==> src/rtl/exmem_pipe_reg_if.sv <==
// EX/MEM handshake bundle: EX-side entry fields plus MEM-side registered outputs.
// The slave modport is the pipeline register; the master modport drives EX and consumes MEM.
interface exmem_pipe_reg_if #(
  parameter int DATA_W = 32,
  parameter int SEL_W  = 32
);
  logic              in_valid;
  logic              in_ready;
  logic [DATA_W-1:0] alu_out_ex;
  logic [SEL_W-1:0]  dselect_ex;
  logic [DATA_W-1:0] store_data_ex;
  logic              sw_ex;
  logic              out_valid;
  logic              out_ready;
  logic [DATA_W-1:0] dbus;
  logic [SEL_W-1:0]  dselect;
  logic [DATA_W-1:0] databus_in;
  logic              sw_mem;

  modport slave (
    input  in_valid, alu_out_ex, dselect_ex, store_data_ex, sw_ex, out_ready,
    output in_ready, out_valid, dbus, dselect, databus_in, sw_mem
  );

  modport master (
    output in_valid, alu_out_ex, dselect_ex, store_data_ex, sw_ex, out_ready,
    input  in_ready, out_valid, dbus, dselect, databus_in, sw_mem
  );
endinterface

==> src/rtl/exmem_pipe_reg.sv <==
// Elastic EX/MEM pipeline register: main entry plus one-entry skid, synchronous flush.
// Optional MEM back-pressure counter enabled by defining EXMEM_STALL_CNT_EN.
module exmem_pipe_reg #(
  parameter int DATA_W = 32,
  parameter int SEL_W  = 32,
  parameter int CNT_W  = 16
) (
  input  logic             clk,
  input  logic             rst_n,
  input  logic             flush,
  exmem_pipe_reg_if.slave  bus,
  output logic [CNT_W-1:0] stall_cnt
);
  typedef enum logic [1:0] {EMPTY, ONE, FULL} state_t;

  state_t            state_reg;
  logic              in_ready_reg;
  logic [DATA_W-1:0] main_alu_reg;
  logic [SEL_W-1:0]  main_dsel_reg;
  logic [DATA_W-1:0] main_sdata_reg;
  logic              main_sw_reg;
  logic [DATA_W-1:0] skid_alu_reg;
  logic [SEL_W-1:0]  skid_dsel_reg;
  logic [DATA_W-1:0] skid_sdata_reg;
  logic              skid_sw_reg;

  logic main_valid;
  logic take_in;
  logic take_out;

  assign main_valid = (state_reg != EMPTY);
  // in_ready comes straight from a flop, so out_ready never reaches EX combinationally
  assign take_in    = bus.in_valid & in_ready_reg;
  assign take_out   = main_valid & bus.out_ready;

  always_ff @(posedge clk) begin
    if (!rst_n) begin
      state_reg      <= EMPTY;
      in_ready_reg   <= 1'b1;
      main_alu_reg   <= '0;
      main_dsel_reg  <= '0;
      main_sdata_reg <= '0;
      main_sw_reg    <= 1'b0;
      skid_alu_reg   <= '0;
      skid_dsel_reg  <= '0;
      skid_sdata_reg <= '0;
      skid_sw_reg    <= 1'b0;
    end else if (flush) begin
      state_reg    <= EMPTY;
      in_ready_reg <= 1'b1;
    end else begin
      case (state_reg)
        EMPTY: begin
          if (take_in) begin
            main_alu_reg   <= bus.alu_out_ex;
            main_dsel_reg  <= bus.dselect_ex;
            main_sdata_reg <= bus.store_data_ex;
            main_sw_reg    <= bus.sw_ex;
            state_reg      <= ONE;
          end
        end
        ONE: begin
          if (take_in && take_out) begin
            main_alu_reg   <= bus.alu_out_ex;
            main_dsel_reg  <= bus.dselect_ex;
            main_sdata_reg <= bus.store_data_ex;
            main_sw_reg    <= bus.sw_ex;
          end else if (take_in) begin
            skid_alu_reg   <= bus.alu_out_ex;
            skid_dsel_reg  <= bus.dselect_ex;
            skid_sdata_reg <= bus.store_data_ex;
            skid_sw_reg    <= bus.sw_ex;
            state_reg      <= FULL;
            in_ready_reg   <= 1'b0;
          end else if (take_out) begin
            state_reg <= EMPTY;
          end
        end
        FULL: begin
          if (take_out) begin
            main_alu_reg   <= skid_alu_reg;
            main_dsel_reg  <= skid_dsel_reg;
            main_sdata_reg <= skid_sdata_reg;
            main_sw_reg    <= skid_sw_reg;
            state_reg      <= ONE;
            in_ready_reg   <= 1'b1;
          end
        end
        default: begin
          state_reg    <= EMPTY;
          in_ready_reg <= 1'b1;
        end
      endcase
    end
  end

  assign bus.in_ready   = in_ready_reg;
  assign bus.out_valid  = main_valid;
  assign bus.dbus       = main_alu_reg;
  assign bus.dselect    = main_dsel_reg;
  assign bus.databus_in = main_sdata_reg;
  assign bus.sw_mem     = main_sw_reg & main_valid;

`ifdef EXMEM_STALL_CNT_EN
  logic [CNT_W-1:0] stall_cnt_reg;

  // Saturating; flush deliberately leaves the count alone
  always_ff @(posedge clk) begin
    if (!rst_n) begin
      stall_cnt_reg <= '0;
    end else if (main_valid && !bus.out_ready && (stall_cnt_reg != {CNT_W{1'b1}})) begin
      stall_cnt_reg <= stall_cnt_reg + 1'b1;
    end
  end

  assign stall_cnt = stall_cnt_reg;
`else
  assign stall_cnt = '0;
`endif
endmodule

==> src/flat_wrapper.sv <==
// flat-port wrapper written by rule: the top's interface ports become plain ports
module exmem_pipe_reg_flat 
#(
  parameter int DATA_W = 32,
  parameter int SEL_W  = 32,
  parameter int CNT_W  = 16
)
  (clk, rst_n, flush, stall_cnt, bus_in_valid, bus_alu_out_ex, bus_dselect_ex, bus_store_data_ex, bus_sw_ex, bus_out_ready, bus_in_ready, bus_out_valid, bus_dbus, bus_dselect, bus_databus_in, bus_sw_mem);
  exmem_pipe_reg_if #(.DATA_W(DATA_W), .SEL_W(SEL_W)) bus_i ();
  input  logic clk;
  input  logic rst_n;
  input  logic flush;
  output logic [CNT_W-1:0] stall_cnt;
  input wire logic [$bits(bus_i.in_valid)-1:0] bus_in_valid;
  input wire logic [$bits(bus_i.alu_out_ex)-1:0] bus_alu_out_ex;
  input wire logic [$bits(bus_i.dselect_ex)-1:0] bus_dselect_ex;
  input wire logic [$bits(bus_i.store_data_ex)-1:0] bus_store_data_ex;
  input wire logic [$bits(bus_i.sw_ex)-1:0] bus_sw_ex;
  input wire logic [$bits(bus_i.out_ready)-1:0] bus_out_ready;
  output wire logic [$bits(bus_i.in_ready)-1:0] bus_in_ready;
  output wire logic [$bits(bus_i.out_valid)-1:0] bus_out_valid;
  output wire logic [$bits(bus_i.dbus)-1:0] bus_dbus;
  output wire logic [$bits(bus_i.dselect)-1:0] bus_dselect;
  output wire logic [$bits(bus_i.databus_in)-1:0] bus_databus_in;
  output wire logic [$bits(bus_i.sw_mem)-1:0] bus_sw_mem;
  assign bus_i.in_valid = bus_in_valid;
  assign bus_i.alu_out_ex = bus_alu_out_ex;
  assign bus_i.dselect_ex = bus_dselect_ex;
  assign bus_i.store_data_ex = bus_store_data_ex;
  assign bus_i.sw_ex = bus_sw_ex;
  assign bus_i.out_ready = bus_out_ready;
  assign bus_in_ready = bus_i.in_ready;
  assign bus_out_valid = bus_i.out_valid;
  assign bus_dbus = bus_i.dbus;
  assign bus_dselect = bus_i.dselect;
  assign bus_databus_in = bus_i.databus_in;
  assign bus_sw_mem = bus_i.sw_mem;
  exmem_pipe_reg #(.DATA_W(DATA_W), .SEL_W(SEL_W), .CNT_W(CNT_W)) u_core (.clk(clk), .rst_n(rst_n), .flush(flush), .bus(bus_i), .stall_cnt(stall_cnt));
endmodule
==> config.mk <==
export PLATFORM = sky130hd
export DESIGN_NAME = exmem_pipe_reg_flat
export DESIGN_NICKNAME = d
export VERILOG_FILES = /design/src/rtl/exmem_pipe_reg_if.sv /design/src/rtl/exmem_pipe_reg.sv /design/src/flat_wrapper.sv
export SDC_FILE = /design/constraint.sdc
export NUM_CORES = 1
export LEC_CHECK = 0
export ABC_CLOCK_PERIOD_IN_PS = 4380
export CAP_MARGIN = 40
export CORE_MARGIN = 2
export CORE_UTILIZATION = 50
export CTS_CLUSTER_DIAMETER = 60
export CTS_CLUSTER_SIZE = 40
export DETAILED_ROUTE_END_ITERATION = 8
export DONT_BUFFER_PORTS = 1
export PLACE_DENSITY_LB_ADDON = 0.05
export SLEW_MARGIN = 20
export SYNTH_ARGS = -nofsm -noshare
export SYNTH_HDL_FRONTEND = slang
export SYNTH_SLANG_ARGS = --single-unit
==> constraint.sdc <==
create_clock -name clk -period 4.38 [get_ports clk]
set_clock_uncertainty 0.05 [all_clocks]
set_input_delay 1.314 -clock clk [delete_from_list [all_inputs] [get_ports clk]]
set_output_delay 1.314 -clock clk [all_outputs]
set_load 0.1 [all_outputs]
### Placement by cell class

The bar under the picture is 50 µm long.
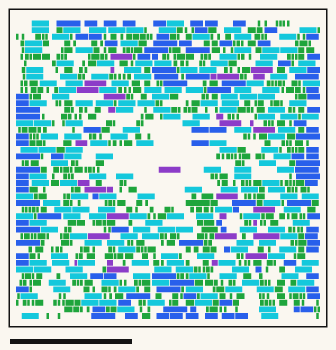
| color | class | cells |
|---|---|---|
| green | remaining logic cells | 619 |
| cyan | registers | 197 |
| blue | remaining buffers and delay cells | 111 |
| purple | clock drivers and dummy loads | 32 |

### Selected gate families

The bar under the picture is 50 µm long.
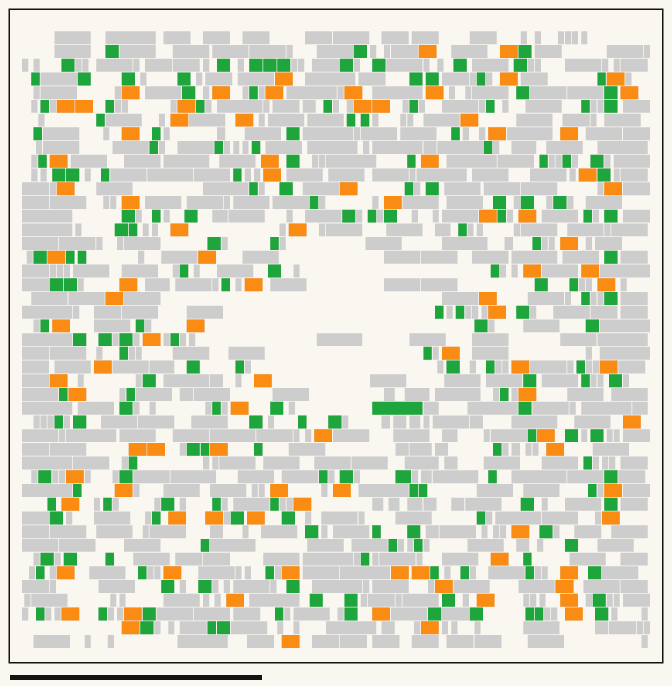
| color | family | cells | most used | where |
|---|---|---|---|---|
| orange | mux cells | 97 | mux2i_1 | widely spread |
| green | aoi and oai cells | 198 | a21oi_1 | widely spread |
commonest non-fill, non-tap cell in the layout: sky130_fd_sc_hd__dfxtp_1
multi-input logic portion of the cell area: 0.340
Post-Layout Cell Count: 1170

### Routing congestion map

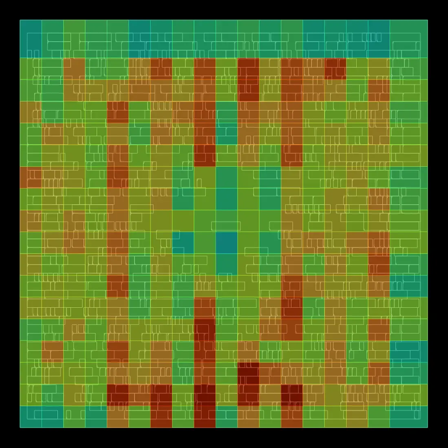
global-route met1 utilization: 0.266
met3 Resource Use GR: 0.0611

### Drive-strength map

The bar under the picture is 50 µm long.
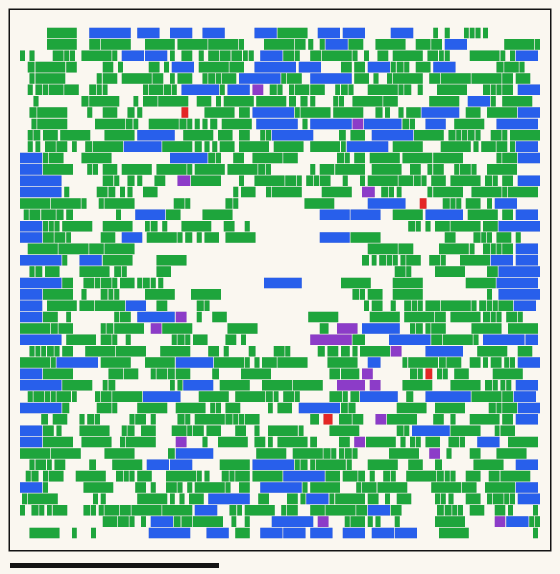
| color | size | cells | share |
|---|---|---|---|
| purple | x3 and x4 | 18 | 1.9% |
| blue | x6 and larger | 125 | 13% |
| red | x2 | 4 | 0.42% |
| green | x1 and smaller | 812 | 85% |
area growth from synthesis to layout: 31.6%
number of signal-net buffers in the layout: 111
minimum setup slack in the final design: 1.06 ns
final std cell area, no fill: 10300 µm²

### M1 wires

The bar under the picture is 50 µm long. Supply wires on this layer in gray.
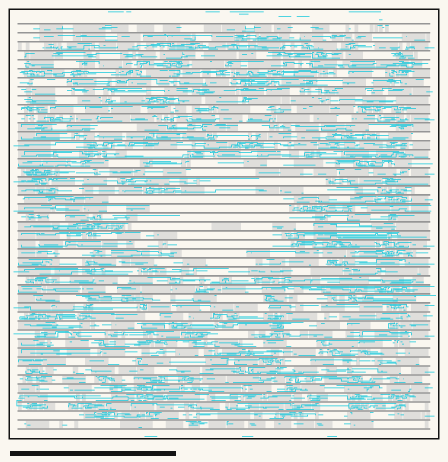
share of all routed wire: 42%
main direction: horizontal
nets with wire on the layer: 960
longest straight run: 46.0 µm
wire length on this layer: 7850 µm

cells in the final DEF (no fill, tap or decap), types with 2 or more instances in the layout:
master,count
sky130_fd_sc_hd__nand3b_1,2
sky130_fd_sc_hd__a211oi_1,97
sky130_fd_sc_hd__clkinvlp_4,4
sky130_fd_sc_hd__nand2_1,195
sky130_fd_sc_hd__a21oi_1,98
sky130_fd_sc_hd__buf_8,65
sky130_fd_sc_hd__clkinv_2,3
sky130_fd_sc_hd__dfxtp_1,197
sky130_fd_sc_hd__conb_1,16
sky130_fd_sc_hd__clkinv_4,2
sky130_fd_sc_hd__buf_16,32
sky130_fd_sc_hd__clkbuf_16,17
sky130_fd_sc_hd__buf_4,9
sky130_fd_sc_hd__mux2i_1,97
sky130_fd_sc_hd__clkbuf_8,3
sky130_fd_sc_hd__inv_6,2
sky130_fd_sc_hd__buf_12,5
sky130_fd_sc_hd__nor2_1,97
through the flow:
step                cells  instance area [µm²]  hold slack [ns]  utilization  worst slack [ns]
floorplan             905                 7900            0.386            -              1.33
global placement     1041                 7900            0.390        0.518              1.36
detailed placement   1137                 9730            0.396        0.637              1.28
CTS                  1169                10300            0.405        0.675              1.03
global route         1170                10300            0.422        0.677              1.01
finish               1170                10300            0.403        0.677              1.06
cell families after synthesis:
logic type	count (synthesis)	synth area share
AND/OR/NAND/NOR	304	0.151
AND-OR/OR-AND	199	0.160
multiplexers	97	0.124
flip-flops	197	0.503
other	1	0.000478
XOR/XNOR	1	0.00112
buffers and inverters	91	0.0606
per-layer routing:
layer,share of wire,routed length [µm],GRT usage,up-vias
li1,-,-,-,3130
met2,0.50,9450,0.402,168
met5,0,0,0,-
met1,0.42,7850,0.266,2939
met3,0.060,1120,0.0611,26
met4,0.017,327,0.0799,0
==> run notes <==
The flow ran to the end, and the final reports show no timing, DRC or antenna violations. The logs give 211 for the tapcell count and 3.02 ns for the critical path data required time. The run gives 0 for the count of synthesis-stage warnings from yosys.

The effective utilization at floorplan was 0.514. After synthesis, the cell types taking the most area are sky130_fd_sc_hd__dfxtp_1 50%, sky130_fd_sc_hd__mux2i_1 12%, sky130_fd_sc_hd__nand2_1 9.3%. Clock buffers in the final layout number 21. Counting flops and latches in the post-synthesis netlist gives 197. The first-pass iteration count of the detailed router is 4, and the clock network contribution to total cell area is 0.0554. For this run, the post-layout net count is 1048. In this run the core area contains 45 standard-cell rows.

The design has 197 sequential cells. The share of total power in the clock network was 0.340; the delay contributed by the slowest stage of the critical path was 0.53 ns. The wire length recorded after detailed routing is 18.7 mm. The class occupying the most area after layout is reported as flip-flops and latches. Cell with the largest stage delay on the worst path: sky130_fd_sc_hd__or2_2. Number of ports placed on the die boundary: 217. Setup repair after global routing left no endpoint under its margin.

The run gives 15300 µm² for the area inside the core boundary. After synthesis, the chip area reported by Yosys is 7850 µm². The kind of cell with the highest combined delay along the critical path is simple AND/OR/NAND/NOR gates. The run gives 29 as the count of cell types in the netlist. Looking at the reg2reg group, the worst path ends at u_core.bus.dselect[14]$_SDFFE_PN0P_. The worst path buffer plus inverter count works out to 1.

In this run the deepest clock path goes through 2 buffers. The quantity of I/O buffers inserted on ports was 0; the number of max-cap violations was 0. The number of cells on the worst reg-to-reg path is 6, and the routed wire length per instance is 16.0 µm. In this run the vertical extent of the chip is 129 µm.

Per STA, the endpoint of the critical path is bus_sw_mem. The repair_antennas step left the layout with diodes totalling 0. The switching part of the total was 0.321; the largest net degree at the start of global routing was 117. The gate count of the mapped netlist is 890, and the fraction of final layout cells sized beyond drive strength 1 is 0.153.

The number of endpoints with negative hold slack in the final report was 0; the share of flip-flops with an asynchronous set or reset after synthesis was 0. The tools report the via count as 6263. With the sequential cell fraction of total power at 0.440, the proportion of cell area occupied by registers is 0.382. STA classifies the critical path startpoint as a register. The run gives 17 for the number of buffers created by CTS.

The run gives 2 for the cell depth of the worst min-delay path. Looking at the clock tree report, the root buffer type is sky130_fd_sc_hd__clkbuf_16. The final worst-path cycle share came out at 0.758.

For reference, the top cells by count after synthesis are 197 x sky130_fd_sc_hd__dfxtp_1, 195 x sky130_fd_sc_hd__nand2_1, 98 x sky130_fd_sc_hd__a21oi_1.
Power and IR drop assume default switching activity.
